Figure 1. Placement view (run 1).
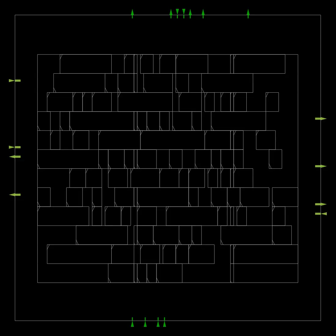
Figure 2. Wiring by layer (run 1).
The bar under the picture is 10 um long.
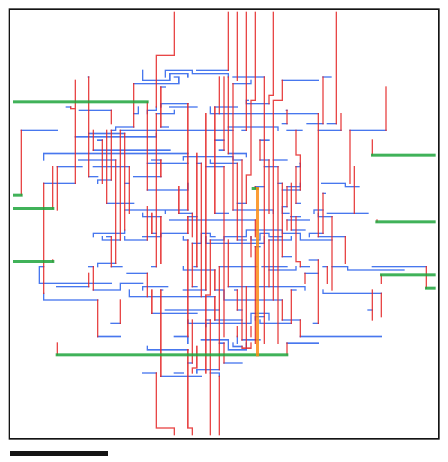
Figure 3. Logic cells by family (run 1).
The bar under the picture is 10 um long.
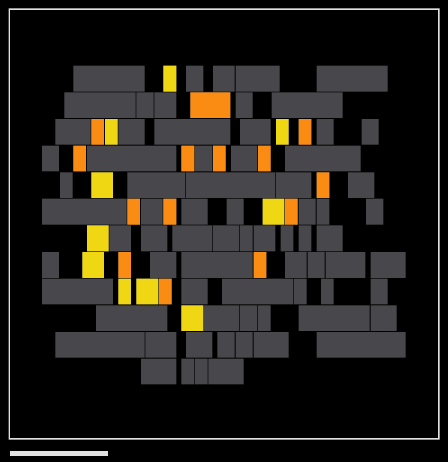
### config.mk
export PLATFORM = sky130hd
export DESIGN_NAME = wb_ctrl_pipe
export DESIGN_NICKNAME = d
export VERILOG_FILES = /design/src/rtl/wb_ctrl_pipe.sv
export SDC_FILE = /design/constraint.sdc
export NUM_CORES = 1
export LEC_CHECK = 0
export ABC_AREA = 1
export CORE_MARGIN = 3
export CORE_UTILIZATION = 37
export CTS_BUF_LIST = sky130_fd_sc_hd__clkbuf_16
export CTS_CLUSTER_DIAMETER = 150
export DETAILED_ROUTE_END_ITERATION = 6
export PLACE_DENSITY = 0.75
export SLEW_MARGIN = 40
export SYNTH_ARGS = -nofsm -noshare
export SYNTH_HDL_FRONTEND = slang
export SYNTH_SLANG_ARGS = --single-unit
### constraint.sdc
create_clock -name clk -period 0.96 [get_ports clk]
set_clock_uncertainty 0.05 [all_clocks]
set_input_delay 0.192 -clock clk [delete_from_list [all_inputs] [get_ports clk]]
set_output_delay 0.192 -clock clk [all_outputs]
set_load 0.01 [all_outputs]
### src/rtl/wb_ctrl_pipe.sv
// wb_ctrl_pipe: write-back control bundle pipeline.
//
// Carries the WB control bundle ({mem_or_reg, byte_word, reg_write} by
// default) from ID/EXE through DEPTH register stages to the write-back point.
// The pipeline supports a global stall, per-stage flush (bubble insertion),
// valid tracking, per-stage reg-write taps for hazard detection, and an
// occupancy count.
//
// Ports:
//   clk            pipeline clock, rising edge
//   rst            synchronous reset, active-high
//   in_valid       in_ctrl carries a real instruction
//   in_ctrl        WB control bundle from ID/EXE
//   stall          hold every stage
//   flush          bit i clears stage i at the current edge
//   out_valid      stage DEPTH-1 holds a valid instruction
//   out_ctrl       stage DEPTH-1 bundle (zero when out_valid=0)
//   stage_valid    per-stage valid bits, bit 0 is the youngest
//   tap_reg_write  per-stage valid AND reg-write bit
//   occupancy      number of valid stages, 0..DEPTH
//
// Legal DEPTH range is 1..8. REGW_BIT must be below CTRL_W.
module wb_ctrl_pipe #(
  parameter int unsigned CTRL_W   = 3,
  parameter int unsigned DEPTH    = 2,
  parameter int unsigned REGW_BIT = 0,
  parameter int unsigned CNT_W    = $clog2(DEPTH + 1)
) (
  input  logic              clk,
  input  logic              rst,
  input  logic              in_valid,
  input  logic [CTRL_W-1:0] in_ctrl,
  input  logic              stall,
  input  logic [DEPTH-1:0]  flush,
  output logic              out_valid,
  output logic [CTRL_W-1:0] out_ctrl,
  output logic [DEPTH-1:0]  stage_valid,
  output logic [DEPTH-1:0]  tap_reg_write,
  output logic [CNT_W-1:0]  occupancy
);

  // Per-stage state. Invariant: a clear valid bit always pairs with a zero
  // bundle, so bubbles never carry reg_write=1.
  logic [DEPTH-1:0]             v_q;
  logic [DEPTH-1:0]             v_d;
  logic [DEPTH-1:0][CTRL_W-1:0] c_q;
  logic [DEPTH-1:0][CTRL_W-1:0] c_d;
  logic [DEPTH-1:0]             tap_q;
  logic [DEPTH-1:0]             tap_d;
  logic [CNT_W-1:0]             occ_q;
  logic [CNT_W-1:0]             occ_d;

  // Value each stage would load when advancing.
  logic [DEPTH-1:0]             src_v;
  logic [DEPTH-1:0][CTRL_W-1:0] src_c;

  // Gate the incoming bundle with in_valid so an unknown in_ctrl on a
  // bubble cycle can never reach the stage registers.
  logic [CTRL_W-1:0] in_gated;
  assign in_gated = in_valid ? in_ctrl : '0;

  // Stage sources: stage 0 takes the gated input, every other stage takes
  // the pre-edge value of the stage before it.
  for (genvar g = 0; g < DEPTH; g++) begin : g_src
    if (g == 0) begin : g_head
      assign src_v[g] = in_valid;
      assign src_c[g] = in_gated;
    end else begin : g_body
      assign src_v[g] = v_q[g-1];
      assign src_c[g] = c_q[g-1];
    end
  end

  // Next-state per stage: flush > stall > advance (reset handled in the
  // register). A flushed stage still feeds its old value forward, because
  // src_* reads the pre-edge registers.
  always_comb begin
    v_d = v_q;
    c_d = c_q;
    for (int unsigned i = 0; i < DEPTH; i++) begin
      if (flush[i]) begin
        v_d[i] = 1'b0;
        c_d[i] = '0;
      end else if (!stall) begin
        v_d[i] = src_v[i];
        c_d[i] = src_c[i];
      end
    end
  end

  // Taps and occupancy are computed from next state so they can be
  // registered alongside the stages.
  always_comb begin
    tap_d = '0;
    occ_d = '0;
    for (int unsigned i = 0; i < DEPTH; i++) begin
      tap_d[i] = v_d[i] & c_d[i][REGW_BIT];
      occ_d    = occ_d + CNT_W'(v_d[i]);
    end
  end

  // Stage, tap and occupancy registers.
  always_ff @(posedge clk) begin
    if (rst) begin
      v_q   <= '0;
      c_q   <= '0;
      tap_q <= '0;
      occ_q <= '0;
    end else begin
      v_q   <= v_d;
      c_q   <= c_d;
      tap_q <= tap_d;
      occ_q <= occ_d;
    end
  end

  assign out_valid     = v_q[DEPTH-1];
  assign out_ctrl      = c_q[DEPTH-1];
  assign stage_valid   = v_q;
  assign tap_reg_write = tap_q;
  assign occupancy     = occ_q;

  // Occupancy can never exceed the stage count.
  a_occ_bound : assert property (@(posedge clk) disable iff (rst)
    occ_q <= CNT_W'(DEPTH));

  // Bubbles always hold an all-zero bundle.
  for (genvar g = 0; g < DEPTH; g++) begin : g_inv
    a_bubble_zero : assert property (@(posedge clk) disable iff (rst)
      !v_q[g] |-> (c_q[g] == '0));
  end

endmodule

==> flow_metrics.tcl, run 1 <==
# metrics dict for downstream scripts
set metrics [dict create \
    finalWirelength_um 1260 \
    layout.nonclk_buf_frac 0.2625 \
    wl_per_cell_um 11.45 \
    outcome "finished, violations left" \
    clk_latency_ps 240 \
    reg2reg_depth 7 \
    drtIter0Drc 5 \
    synthArstFlopShare 0 \
    top_cells_by_area "dfxtp_1, inv_1, nand2_1, buf_4, nor2_1" \
    endpoint "occupancy[0]" \
    violations "setup timing" \
    period_used_share 1.082 \
    seq_cell_count 12 \
    setup.worst_path.end_class "flip-flop" \
    port_buffers 18 \
    synth-compound-area-share 0.04751 \
    max_slew_margin 0.8644 \
    setup_ws_ps -78.66 \
    startpoint "flush[0]" \
    ys_cells 67 \
    max-vdd-ir-drop_mv 1.620 \
    path_cells "clkdlybuf4s50_1 > a21oi_4 > ha_4 > inv_2 > nor2_1" \
    pg_seq_uw 515 \
    cp_slowest_cell "clkdlybuf4s50_1" \
    ys_top_logic_family "simple AND/OR/NAND/NOR gates" \
    dpl.hpwl_um 812 \
    setup_viol 2 \
    crit_buf_inv 2 \
    combPwrFrac 0.115 \
    nNonClkBuffers 30 \
    drt_pass1_iterations 2 \
    comb_share 0.2654 \
]
Back to the opening pictures, Figure 1:
n_taps: 14
row cnt: 12
Non-Filler Instances: 110
final core utilization: 0.7016
FILL cells: 96

Back to the opening pictures, Figure 2:
met4 -> orange  # wire length 17.0 um
met2 -> red  # wire length 710 um
met1 -> blue  # wire length 469 um
met3 -> green  # wire length 64.1 um

Back to the opening pictures, Figure 3:
NOR gates -> yellow  # cells 10
inverters -> orange  # cells 14

==> run 2, diff against run 1 <==
--- a/config.mk
+++ b/config.mk
@@ -12,6 +12,7 @@
 export CTS_CLUSTER_DIAMETER = 150
 export DETAILED_ROUTE_END_ITERATION = 6
 export PLACE_DENSITY = 0.75
+export REMOVE_ABC_BUFFERS = 1
 export SLEW_MARGIN = 40
 export SYNTH_ARGS = -nofsm -noshare
 export SYNTH_HDL_FRONTEND = slang
Figure 4. Placement view (run 2).
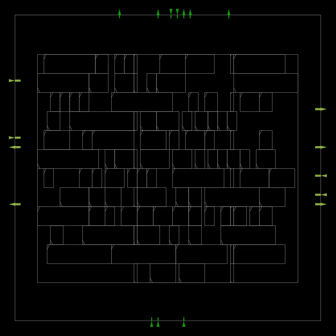
sequential cell area share: 0.2985
Seq cells: 12
Non-Filler Instances: 107
core box area: 0.001216 mm2
final core utilization: 0.6893

Figure 5. Wiring by layer (run 2).
The bar under the picture is 10 um long.
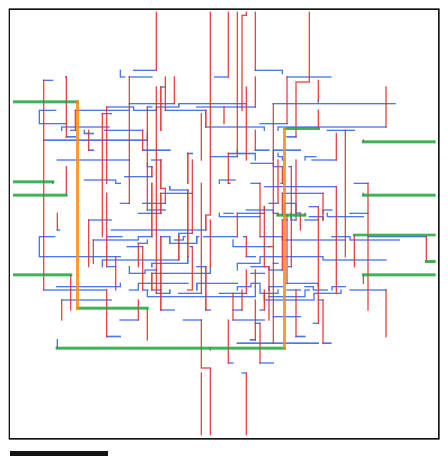
met4 -> orange  # wire length 43.5 um
met2 -> red  # wire length 549 um
met3 -> green  # wire length 88.5 um
met1 -> blue  # wire length 454 um

==> flow_metrics.tcl, run 2 <==
# metrics dict for downstream scripts
set metrics [dict create \
    outcome "finished, violations left" \
    violations "setup timing" \
    nNonClkBuffers 28 \
    port_buffers 18 \
    clk_latency_ps 240 \
    max-vdd-ir-drop_mv 2.058 \
    setup_viol 4 \
    setup.worst_path.end_class "flip-flop" \
    wl_per_cell_um 10.61 \
    period_used_share 1.092 \
    combPwrFrac 0.109 \
    startpoint "stage_valid[0]" \
    drtIter0Drc 5 \
    drt_pass1_iterations 4 \
    nWellTaps 14 \
    adder_share 0.02375 \
    layout.nonclk_buf_frac 0.2612 \
    nNetsFinal 105 \
    synth-compound-area-share 0.04751 \
    comb_share 0.2582 \
    dpl.hpwl_um 813.8 \
    reg2reg_depth 7 \
    cp_slowest_cell "dfxtp_4" \
    setup_ws_ps -88.09 \
    ant_nets 0 \
    synthArstFlopShare 0 \
    finalWirelength_um 1135 \
    endpoint "occupancy[0]" \
    ys_sh_mux 0 \
    fill_cells 103 \
    path_cells "inv_2 > nand2_2 > nand3_2 > inv_2 > ha_4 > inv_2 > nor2_1" \
    top_cells_by_area "dfxtp_1, inv_1, nand2_1, buf_4, nor2_1" \
    ys_cells 67 \
    slew_viol_final 0 \
    max_slew_margin 0.8867 \
    row_count 12 \
]
Figure 6. Where the registers sit (run 2).
The bar under the picture is 10 um long. Other sequential cells in the stronger gray, the rest of the logic in the fainter gray.
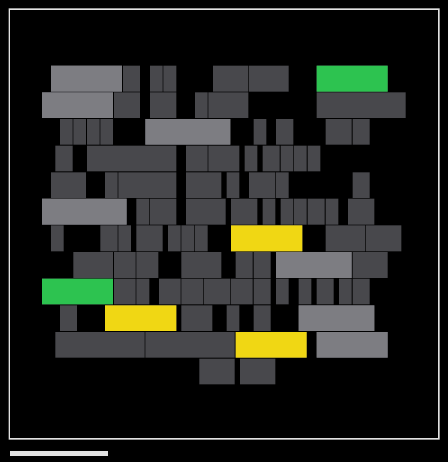
c_q -> yellow  # flops 3
tap_reg_write -> green  # flops 2
Seq. pwr: 514 uW
register area: 250.2 um2

==> run 3, diff against run 2 <==
--- a/config.mk
+++ b/config.mk
@@ -10,6 +10,7 @@
 export CORE_UTILIZATION = 37
 export CTS_BUF_LIST = sky130_fd_sc_hd__clkbuf_16
 export CTS_CLUSTER_DIAMETER = 150
+export CTS_CLUSTER_SIZE = 30
 export DETAILED_ROUTE_END_ITERATION = 6
 export PLACE_DENSITY = 0.75
 export REMOVE_ABC_BUFFERS = 1
Figure 7. Logic cells by family (run 3).
The bar under the picture is 10 um long.
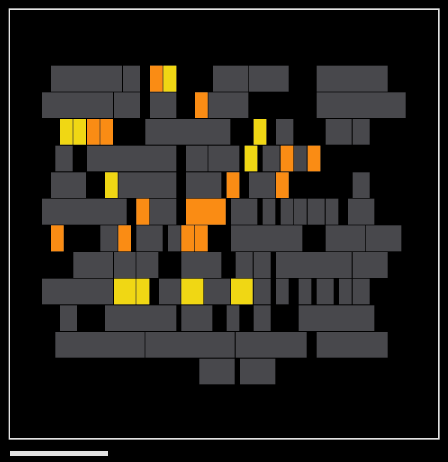
inverters -> orange  # cells 14
NOR gates -> yellow  # cells 10
Comb area share: 0.2582
Commonest Layout Cell: nand2_1

Figure 8. Placement by cell class (run 3).
The bar under the picture is 10 um long. Fill, decap, tap and diode cells in gray.
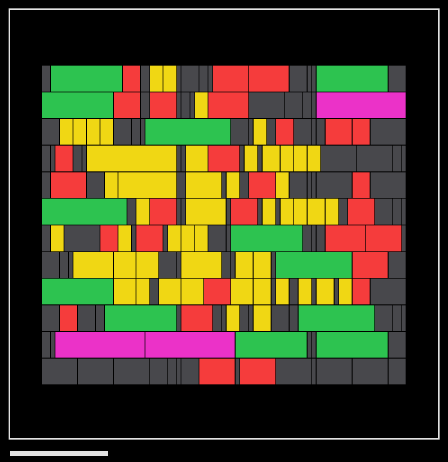
flip-flops -> green  # cells 12, share of their area 30%
other buffers and delay cells -> red  # cells 28, share of their area 27%
cells driving clock nets -> magenta  # cells 3, share of their area 9.1%
all other logic -> yellow  # cells 50, share of their area 34%
design area: 838.3 um2

==> flow_metrics.tcl, run 3 <==
# metrics dict for downstream scripts
set metrics [dict create \
    outcome "finished, violations left" \
    violations "setup timing" \
    seq_share 0.2985 \
    drt_pass1_iterations 4 \
    setup_viol 4 \
    pg_seq_uw 514 \
    cp_slowest_cell "dfxtp_4" \
    clk_latency_ps 240 \
    max-vdd-ir-drop_mv 2.058 \
    row_count 12 \
    setup_ws_ps -88.09 \
    crit_buf_inv 3 \
    fin_util 0.6893 \
    slew_viol_final 0 \
    reg2reg_depth 7 \
    wl_per_cell_um 10.61 \
    ys_cells 67 \
    combPwrFrac 0.109 \
    nNonClkBuffers 28 \
    regArea_um2 250.2 \
    nWellTaps 14 \
    synthArstFlopShare 0 \
    startpoint "stage_valid[0]" \
    ant_nets 0 \
]
Figure 9. Placement view (run 3).
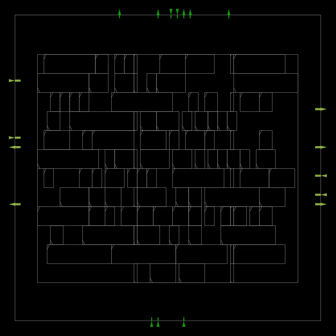
FILL cells: 103

No activity file was given, so power comes from the tool's default toggle rates.
